==> config.mk <==
export PLATFORM = sky130hd
export DESIGN_NAME = router_fifo_ctrl
export DESIGN_NICKNAME = d
export VERILOG_FILES = /design/src/rtl/router_fifo_ctrl.sv
export SDC_FILE = /design/constraint.sdc
export NUM_CORES = 1
export LEC_CHECK = 0
export CAP_MARGIN = 20
export CORE_ASPECT_RATIO = 2
export CORE_MARGIN = 1
export CORE_UTILIZATION = 25
export DETAILED_ROUTE_END_ITERATION = 12
export PLACE_DENSITY_LB_ADDON = 0.05
export SYNTH_ARGS = -nofsm -noshare
export SYNTH_HDL_FRONTEND = slang
export SYNTH_SLANG_ARGS = --single-unit
==> constraint.sdc <==
create_clock -name clk_i -period 8.6 [get_ports clk_i]
set_clock_uncertainty 0.05 [all_clocks]
set_input_delay 1.72 -clock clk_i [delete_from_list [all_inputs] [get_ports clk_i]]
set_output_delay 1.72 -clock clk_i [all_outputs]
set_load 0.01 [all_outputs]
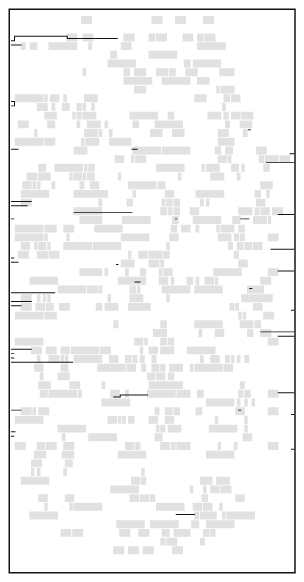
Figure 1: met3 routing.
nets with wire on the layer: 34
wire length on this layer: 204 microns
share of all routed wire: 2.0%
longest straight run: 19.1 microns
main direction: horizontal
routed wire length: 10500 microns
M3 GR Usage: 1.55%
detailed-route via count: 2849

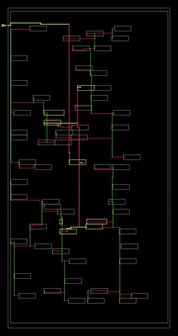
Figure 2: clock routing.
Flops: 55
clkbuf count: 6
Power Clock: 266 uW

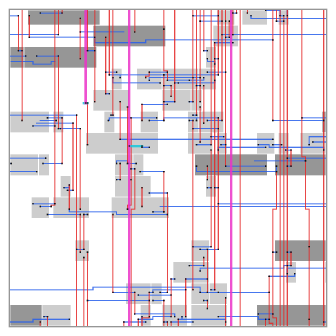
Figure 3: zoomed window.
Region (24, 68) to (64, 108) microns. Cells in gray, sequential cells in the stronger gray; small squares are vias.
legend:
  M1:
    color: blue
  M3:
    color: cyan
  M4:
    color: magenta
  M2:
    color: red
sequential cells in the window: 7
most frequent: nor2_1 (8), inv_1 (7), dfrtp_1 (7)
cells with their middle in the window: 53

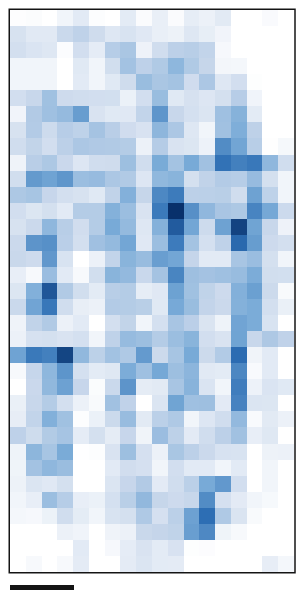
Figure 4: signal metal coverage by tile.
Bar = 20 microns. The die is cut into 18 by 35 equal tiles; white is low, dark blue is high, scaled to the fullest tile. Values are wire area over tile area, all layers added.
fullest tile: 0.44
nearly empty tiles: 13%
densest ninth of the die: middle
post-detailed-route wirelength per cell: 16.9 microns
Total Routing Usage GR: 14.4%

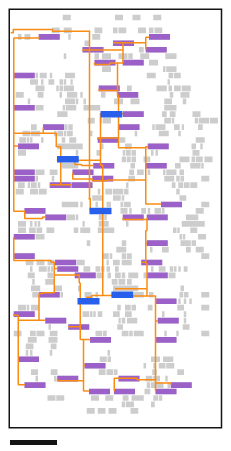
Figure 5: clock distribution.
Bar = 20 microns.
legend:
  clock wires:
    color: orange
    length: 931 microns
  clock-net drivers:
    color: blue
    count: 5
  flip-flops:
    color: purple
    count: 55
flops lie: widely spread
clk latency late pin: 0.30 ns
Clock power frac: 17.1%

==> reports/qor.yml <==
pre_cts_slack_ns: 1.56
antenna_found_initial: 0
top_layer: "met4"
critPathMaxStageDelay_ns: 0.61
period_minus_slack_ns: 6.67
finalNonFillerCells: 620
row_count: 63
slew_violations: 0
vias_per_cell: 4.60
end_kind: "flip-flop"
async_flop_share_pct: 100
synthesis.nets: 442
synth_seq_share_pct: 36.4
htree_num_levels: 2
worst-path-buf-inv: 3
swShare_pct: 40.8
grt_use_met1_pct: 14.3
ctsResizeCount: 0
buf_share_pct: 11.2
numCtsBuffers: 5
p_seq_share_pct: 23.6
leakage_uw: 0.00197
syn_area_per_cell_sq_um: 9.64
path_cells: "clkdlybuf4s50_1 > nand2_1 > inv_1 > ha_1 > nor2_1 > fa_1 > nor3_2 > buf_4 > nand2_1 > xnor2_1 > or2_2 > ha_1 > a211o_1 > a21o_1 > a21oi_1 > o21bai_1 > a21oi_1 > o41ai_1 > o41ai_1 > nor4b_2 > xnor2_1"
rsz0062_at_grt: "no"
edf_count: 0
met1_length_microns: 3750
fp-utilization_pct: 25.5
setup_ws_ns: 1.93
cts_sinks: 55
ant_nets: 0
ys_ff: 55
path_delay_family: "AND-OR/OR-AND gates"
finalInstanceArea_sq_um: 4550
grt_pass1_vias: 3076
worst_r2r_path_depth: 23
postCtsSetupRepairBufs: 0
flop_cell: "dfrtp_1"
io_pins: 66
power.group.top: "combinational logic"
final-seq-area_sq_um: 1380
finalSetupViolCount: 0
cts_tree: "yes"
finalHoldViolCount: 0
synth.most_common_cell: "dfrtp_1"
yosysChipArea_sq_um: 3780
n_all_buffers: 53
common_cells: "dfrtp_1 (55), nor2_1 (44), inv_1 (29), ha_1 (25), nand2_1 (24)"
p_total_uw: 1550
syn_to_final_growth_pct: 20.5
syn_inst: 392
ys_types: 50
slew_headroom_pct: 43.9
fin_tns_setup_ns: 0
drt_iter0_drc: 108
portBuffers: 49
internal_power_uw: 918
die-area_sq_um: 15600
worst_pin_slew_ns: 0.839
mux_share_pct: 7.98
maxCapViolations: 0
core_sq_um: 14800
gp_congestion: 0.759
grt_pass1_wl_microns: 16600
cts_buffer_depth: 2
seq_share_pct: 30.2
fin_nets: 474
placed_area_sq_um: 4360
nMultiInputCombCells: 280
cts-root-buf: "clkbuf_16"
holdWs_ns: 0.510
crit_arrival_ns: 6.80
max-vdd-ir-drop_mv: 0.147
status: "completed"
p_comb_uw: 919
dp_cells: 612
synth_top_area_share_pct: 36.4
adder_share_pct: 10.4
dr_wl_met3_microns: 203
dr.pass1.iters: 4
p_comb_share_pct: 59.3
switchingPower_uw: 632
fin_crit_sh_pct: 77.6
drc: 0
grt_max_degree: 56
critPathKind: "in2reg"
p_per_area_nw_per_um2: 341
Power and IR drop assume default switching activity.
